[src/rtl/uart_tx_arbiter.sv]
// Round-robin arbiter handing one UART transmitter to one message source at a time.
// Optional ownership watchdog with sticky timeout_flag: define UART_ARB_WATCHDOG_EN.
module uart_tx_arbiter #(
    parameter int NUM_REQUESTERS  = 4,
    parameter int IDLE_GAP_CLOCKS = 16,
    parameter int TIMEOUT_CLOCKS  = 100000,
    localparam int IW = (NUM_REQUESTERS > 1) ? $clog2(NUM_REQUESTERS) : 1
) (
    input  logic                        clock,
    input  logic                        reset_n,
    input  logic [NUM_REQUESTERS-1:0]   request,
    output logic [NUM_REQUESTERS-1:0]   grant,
    output logic [IW-1:0]               owner_index,
    input  logic [NUM_REQUESTERS-1:0]   req_valid,
    input  logic [8*NUM_REQUESTERS-1:0] req_data,
    output logic [NUM_REQUESTERS-1:0]   req_active,
    output logic                        serial_output_valid,
    output logic [7:0]                  serial_output_data,
`ifdef UART_ARB_WATCHDOG_EN
    output logic                        timeout_flag,
`endif
    input  logic                        serial_output_active
);
    localparam int GW = (IDLE_GAP_CLOCKS > 0) ? $clog2(IDLE_GAP_CLOCKS + 1) : 1;

    if (NUM_REQUESTERS < 2 || NUM_REQUESTERS > 8) begin : g_bad_num
        $error("uart_tx_arbiter: NUM_REQUESTERS must be 2..8");
    end
    if (IDLE_GAP_CLOCKS < 0 || TIMEOUT_CLOCKS < 1) begin : g_bad_timing
        $error("uart_tx_arbiter: IDLE_GAP_CLOCKS must be >= 0 and TIMEOUT_CLOCKS >= 1");
    end

    typedef enum logic [1:0] {IDLE, GRANTED, DRAIN, GAP} state_t;

    state_t                    state_q, state_d;
    logic [NUM_REQUESTERS-1:0] grant_q, grant_d;
    logic [IW-1:0]             owner_q, owner_d;
    logic [IW-1:0]             ptr_q, ptr_d;
    logic [GW-1:0]             gap_q, gap_d;
    logic                      out_valid_q, out_valid_d;
    logic [7:0]                out_data_q, out_data_d;
    logic [NUM_REQUESTERS-1:0] eligible;
    logic                      sel_found;
    logic [IW-1:0]             sel_idx;
    logic                      accept;
    logic                      drop;
    logic [7:0]                data_arr [NUM_REQUESTERS];

`ifdef UART_ARB_WATCHDOG_EN
    localparam int WW = (TIMEOUT_CLOCKS > 1) ? $clog2(TIMEOUT_CLOCKS) : 1;
    logic [WW-1:0]             wd_q, wd_d;
    logic                      timeout_q, timeout_d;
    logic [NUM_REQUESTERS-1:0] blocked_q, blocked_d;

    assign eligible     = request & ~blocked_q;
    assign timeout_flag = timeout_q;
`else
    assign eligible = request;
`endif

    // Owner sees busy during its launch cycle, before the UART raises active.
    for (genvar gi = 0; gi < NUM_REQUESTERS; gi++) begin : g_req
        assign req_active[gi] = grant_q[gi] ? (serial_output_active | out_valid_q) : 1'b1;
        assign data_arr[gi]   = req_data[8*gi +: 8];
    end

    always_comb begin
        logic [IW-1:0] cand;
        sel_found = 1'b0;
        sel_idx   = '0;
        cand      = '0;
        for (int k = 0; k < NUM_REQUESTERS; k++) begin
            cand = IW'((int'(ptr_q) + k) % NUM_REQUESTERS);
            if (!sel_found && eligible[cand]) begin
                sel_found = 1'b1;
                sel_idx   = cand;
            end
        end
    end

    always_comb begin
        state_d     = state_q;
        grant_d     = grant_q;
        owner_d     = owner_q;
        ptr_d       = ptr_q;
        gap_d       = gap_q;
        out_valid_d = 1'b0;
        out_data_d  = out_data_q;
        accept      = 1'b0;
        drop        = 1'b0;
`ifdef UART_ARB_WATCHDOG_EN
        wd_d        = wd_q;
        timeout_d   = timeout_q;
        blocked_d   = blocked_q & request;
`endif
        case (state_q)
            IDLE: begin
                if (sel_found) begin
                    grant_d = NUM_REQUESTERS'(1) << sel_idx;
                    owner_d = sel_idx;
                    state_d = GRANTED;
`ifdef UART_ARB_WATCHDOG_EN
                    wd_d    = '0;
`endif
                end
            end
            GRANTED: begin
                accept = req_valid[owner_q] & request[owner_q] & ~serial_output_active & ~out_valid_q;
                if (!request[owner_q]) begin
                    drop = 1'b1;
                end else if (accept) begin
                    out_valid_d = 1'b1;
                    out_data_d  = data_arr[owner_q];
`ifdef UART_ARB_WATCHDOG_EN
                    wd_d        = '0;
`endif
                end
`ifdef UART_ARB_WATCHDOG_EN
                else if (wd_q == WW'(TIMEOUT_CLOCKS - 1)) begin
                    drop               = 1'b1;
                    timeout_d          = 1'b1;
                    blocked_d[owner_q] = 1'b1;
                end else begin
                    wd_d = wd_q + 1'b1;
                end
`endif
            end
            DRAIN: begin
                if (!serial_output_active && !out_valid_q) begin
                    if (IDLE_GAP_CLOCKS == 0) begin
                        state_d = IDLE;
                    end else begin
                        gap_d   = GW'(IDLE_GAP_CLOCKS);
                        state_d = GAP;
                    end
                end
            end
            GAP: begin
                gap_d = gap_q - 1'b1;
                if (gap_q <= GW'(1)) begin
                    state_d = IDLE;
                end
            end
            default: state_d = IDLE;
        endcase
        // Releasing the owner moves the pointer past it so others go first.
        if (drop) begin
            grant_d = '0;
            ptr_d   = (owner_q == IW'(NUM_REQUESTERS - 1)) ? '0 : owner_q + 1'b1;
            state_d = DRAIN;
        end
    end

    always_ff @(posedge clock or negedge reset_n) begin
        if (!reset_n) begin
            state_q     <= IDLE;
            grant_q     <= '0;
            owner_q     <= '0;
            ptr_q       <= '0;
            gap_q       <= '0;
            out_valid_q <= 1'b0;
            out_data_q  <= '0;
`ifdef UART_ARB_WATCHDOG_EN
            wd_q        <= '0;
            timeout_q   <= 1'b0;
            blocked_q   <= '0;
`endif
        end else begin
            state_q     <= state_d;
            grant_q     <= grant_d;
            owner_q     <= owner_d;
            ptr_q       <= ptr_d;
            gap_q       <= gap_d;
            out_valid_q <= out_valid_d;
            out_data_q  <= out_data_d;
`ifdef UART_ARB_WATCHDOG_EN
            wd_q        <= wd_d;
            timeout_q   <= timeout_d;
            blocked_q   <= blocked_d;
`endif
        end
    end

    assign grant               = grant_q;
    assign owner_index         = owner_q;
    assign serial_output_valid = out_valid_q;
    assign serial_output_data  = out_data_q;

endmodule

[config.mk]
export PLATFORM = sky130hd
export DESIGN_NAME = uart_tx_arbiter
export DESIGN_NICKNAME = d
export VERILOG_FILES = /design/src/rtl/uart_tx_arbiter.sv
export SDC_FILE = /design/constraint.sdc
export NUM_CORES = 1
export LEC_CHECK = 0
export CAP_MARGIN = 10
export CORE_MARGIN = 2
export CORE_UTILIZATION = 46
export CTS_BUF_LIST = sky130_fd_sc_hd__clkbuf_16
export DETAILED_ROUTE_END_ITERATION = 10
export MAX_ROUTING_LAYER = met4
export PLACE_DENSITY_LB_ADDON = 0.1
export SETUP_SLACK_MARGIN = 0.05
export SLEW_MARGIN = 20
export SYNTH_ARGS = -nofsm -noshare
export SYNTH_HDL_FRONTEND = slang
export SYNTH_SLANG_ARGS = --single-unit
[constraint.sdc]
create_clock -name clock -period 4.3 [get_ports clock]
set_clock_uncertainty 0.15 [all_clocks]
set_input_delay 0.86 -clock clock [delete_from_list [all_inputs] [get_ports clock]]
set_output_delay 0.86 -clock clock [all_outputs]
set_load 0.01 [all_outputs]
### Clock distribution, run 1

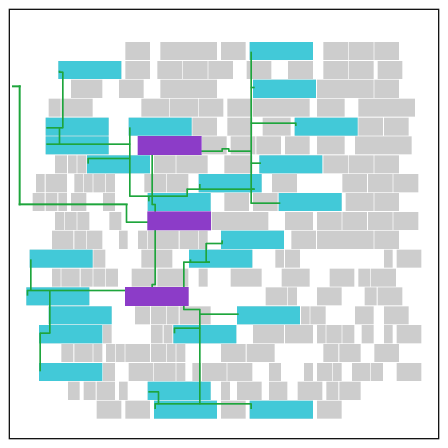
legend:
  purple:
    item: clock-net drivers
    count: 3
  cyan:
    item: flip-flops
    count: 24
  green:
    item: clock wires
    length: 278 um
routed clock nets: 4

### I/O pins on the die edge, run 1

Pins as bars across the die edge, other pins in grey.
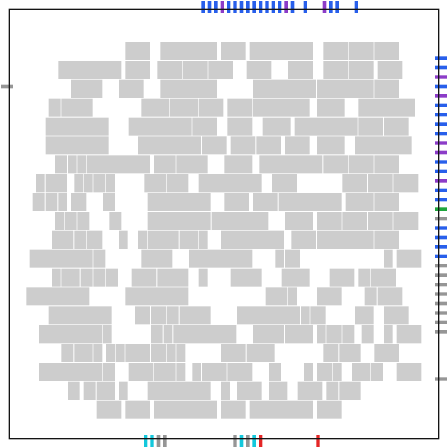
legend:
  red:
    port: `owner_index`
    pins: 2
    direction: output
    edge: bottom
  blue:
    port: `req_data`
    pins: 32
    direction: input
    edge: 17 top, 15 right
  green:
    port: `serial_output_valid`
    pins: 1
    direction: output
    edge: right
  purple:
    port: `serial_output_data`
    pins: 8
    direction: output
    edge: 5 right, 3 top
  cyan:
    port: `req_active`
    pins: 4
    direction: output
    edge: bottom
all pins by edge: 31 right, 20 top, 10 bottom, 1 left

### I/O nets highlighted, run 1

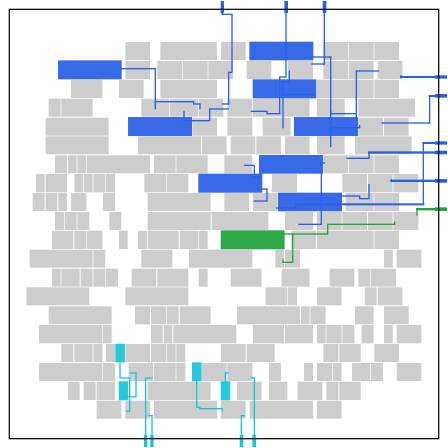
legend:
  blue:
    port: `serial_output_data`
    bits: 8
    direction: output
    end_cells: 8
    buffers: 8
    wire: 217 um
  cyan:
    port: `req_active`
    bits: 4
    direction: output
    end_cells: 4
    buffers: 4
    wire: 50.8 um
  green:
    port: `serial_output_valid`
    bits: 1
    direction: output
    end_cells: 1
    buffers: 1
    wire: 27.0 um

==> reports/metrics.yaml, run 1 <==
path_class: "in -> out"
grt_busiest_layer: "met2"
buf_share_pct: 27.2
place_area_um2: 2160
crit_path_cell_trace: "clkdlybuf4s50_1 -> nor2_1 -> nand2_1 -> clkdlybuf4s50_1"
crit_top_cell: "clkdlybuf4s50_1"
status: "finished, final reports clean"
drc: 0
ys_ff: 24
simple_gate_area_share_pct: 13.7
finalSetupViolCount: 0
overflow: 0
worstSkewPairLatency_ns: 0.25
syn-cell-area_um2: 1530
hp-start: "serial_output_data[3]"
final_area_um2: 2230
nMultiInputCombCells: 105
grt_pass1_vias: 1269
cts.path.max_buffers: 2
largest_class: "combinational gates"
yosysCellCount: 145
edf_count: 0
avgSynthCellArea_um2: 10.6
dp_cells: 244
finalSetupTns_ns: 0
adder_share_pct: 7.36
ys_sh_xor_pct: 0
synth_nets: 197
gp_congestion: 0.761
h-tree-depth: 1
worstPathArrival_ns: 2.24
cpMaxStageDelayCell: "clkdlybuf4s50_1"
synthMuxAreaShare_pct: 19.1
io_buffers: 61
tool_warnings: 32
stdcell_count: 247
worst_ep_required_time_ns: 3.29
crit_path_end: "req_active[0]"
grt_pass1_wl_um: 5750
flop_area_um2: 601
final.setup.worst_slack_ns: 1.05
top_cells_by_count: "dfrtp_1, nand2_1, o21ai_0"
area_delta_synth_final_pct: 45.5
p_sw_share_pct: 37.3
crit_path_start: "serial_output_active"
ys_area_um2: 1530
cts.clk_slew.worst_paths_ns: 0.06
holdBufCountCts: 0
chipArea_um2: 3800
vias: 1348
p_sw_uw: 511
sh_comb_area_pct: 38.3
num_tap_cells: 44
most_common_cell: "dfrtp_1"
seq_share_pct: 27.0
finalCritPeriodShare_pct: 75.5
comb_area_um2: 853
largest_reg_flops: 8
r2r-start: "owner_index[0]"
power_frac_clock_pct: 14.3
cp_max_fo: 6
highest_layer: "met4"
ir_drop_mv: 0.376
aoi_share_pct: 15.7
ys_types: 37
p_comb_share_pct: 52.0
grt_start_max_net_pins: 25
grtUsageMet1_pct: 28.8
n_antenna_cell: 0
==> inputs of run 2 (changes only) <==
--- a/config.mk
+++ b/config.mk
@@ -7,7 +7,7 @@
 export LEC_CHECK = 0
 export CAP_MARGIN = 10
 export CORE_MARGIN = 2
-export CORE_UTILIZATION = 46
+export CORE_UTILIZATION = 39
 export CTS_BUF_LIST = sky130_fd_sc_hd__clkbuf_16
 export DETAILED_ROUTE_END_ITERATION = 10
 export MAX_ROUTING_LAYER = met4
==> constraint.sdc (replaced) <==
create_clock -name clock -period 2.9 [get_ports clock]
set_clock_uncertainty 0.15 [all_clocks]
set_input_delay 0.58 -clock clock [delete_from_list [all_inputs] [get_ports clock]]
set_output_delay 0.58 -clock clock [all_outputs]
set_load 0.01 [all_outputs]
### Clock distribution, run 2

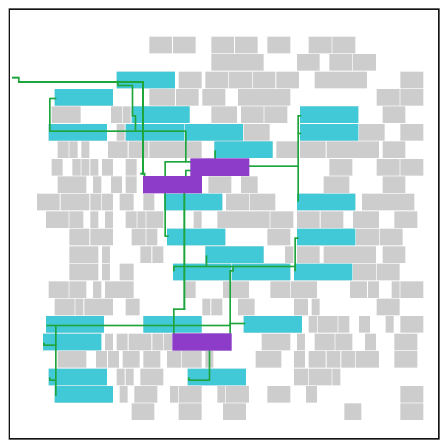
power in the clock group: 284 uW
Clock power frac: 14.0%
worst skew pair latency: 0.25 ns

==> run 2 against run 1 <==
Compared with the run above:
- sequential cell count stayed put
- first-iteration DRC count is 2.6% lower
- sequential share of layout area is 0.39 points lower
- final cell count is 2.8% higher
- wire length is 1.8% lower
- critical endpoint unchanged
- largest power group unchanged
- highest routed layer unchanged
==> reports/metrics.yaml, run 2 <==
ir_drop_mv: 0.504
tool_warnings: 32
hpwl_um: 3030
top_cells_by_count: "dfrtp_1, nand2_1, o21ai_0"
pre_cts_ws_ns: 0.216
root_buffer: "clkbuf_16"
synth-async-reset-ratio_pct: 100
crit_path_end: "req_active[0]"
cts.path.max_buffers: 2
finalSetupViolCount: 0
grt_start_max_net_pins: 25
crit_path_cell_trace: "clkdlybuf4s50_1 -> nor2_1 -> nand2_1 -> clkdlybuf4s50_1"
fp-utilization_pct: 41.2
area_delta_synth_final_pct: 47.7
die_h_um: 66.6
max-cap-violations: 0
grt_pass1_vias: 1340
layout_top_cell: "clkdlybuf4s50_1"
worst_ep_required_time_ns: 2.17
crit_top_cell: "clkdlybuf4s50_1"
r2r-start: "owner_index[0]"
flop_area_um2: 601
reg2reg_slack_ns: 0.80
core_area_um2: 3720
grtUsageMet1_pct: 25.0
p_sw_share_pct: 36.8
highest_layer: "met4"
p_comb_share_pct: 53.4
most_common_cell: "dfrtp_1"
ys_area_um2: 1530
vias: 1347
final_area_um2: 2260
cts.clk_slew.worst_paths_ns: 0.06
io_buffers: 61
syn-cell-area_um2: 1530
aoi_share_pct: 15.7
holdWs_ns: 0.353
drive_above_1_share_pct: 14.1
largest_class: "combinational gates"
rsz0062_at_grt: "false"
buf_share_pct: 28.0
cts_buffers: 3
holdBufCountCts: 0
synthMuxAreaShare_pct: 19.1
ant_nets: 0
yosysCellCount: 145
ys_types: 37
overflow: 0
num_tap_cells: 48
seqPwrFrac_pct: 32.6
edf_count: 0
top_power_group: "combinational logic"
comb_area_um2: 853
finalWirelength_um: 3880
hp-start: "serial_output_data[0]"
drt_iter0_drc: 75
h-tree-depth: 1
drc: 0
cp_max_fo: 6
dp_cells: 251
ios: 62
finalCritPeriodShare_pct: 92.2
worstPathArrival_ns: 1.94
grt_busiest_layer: "met2"
place_area_um2: 2180
simple_gate_area_share_pct: 13.7
finalMaxSlewViolations: 0
finalSetupTns_ns: 0
seq_share_pct: 26.6
avgSynthCellArea_um2: 10.6
p_int_mw: 1.28
ys_ff: 24
stdcell_count: 254
nMultiInputCombCells: 105
sh_comb_area_pct: 37.8
grt_pass1_wl_um: 6240
viasPerCell: 5.30
largest_reg_flops: 8
rr_worst_depth: 4
chipArea_um2: 4440
adder_share_pct: 7.36
final.setup.worst_slack_ns: 0.226
cpMaxStageDelayCell: "clkdlybuf4s50_1"
path_class: "in -> out"
status: "finished, final reports clean"
nNetsFinal: 260
slew_headroom_pct: 63.0
p_sw_uw: 747
fin_crit_ns: 2.67
n_antenna_cell: 0
ys_sh_xor_pct: 0
crit_path_start: "serial_output_active"
gp_congestion: 0.803
synth_nets: 197
No activity file was given, so power comes from the tool's default toggle rates.
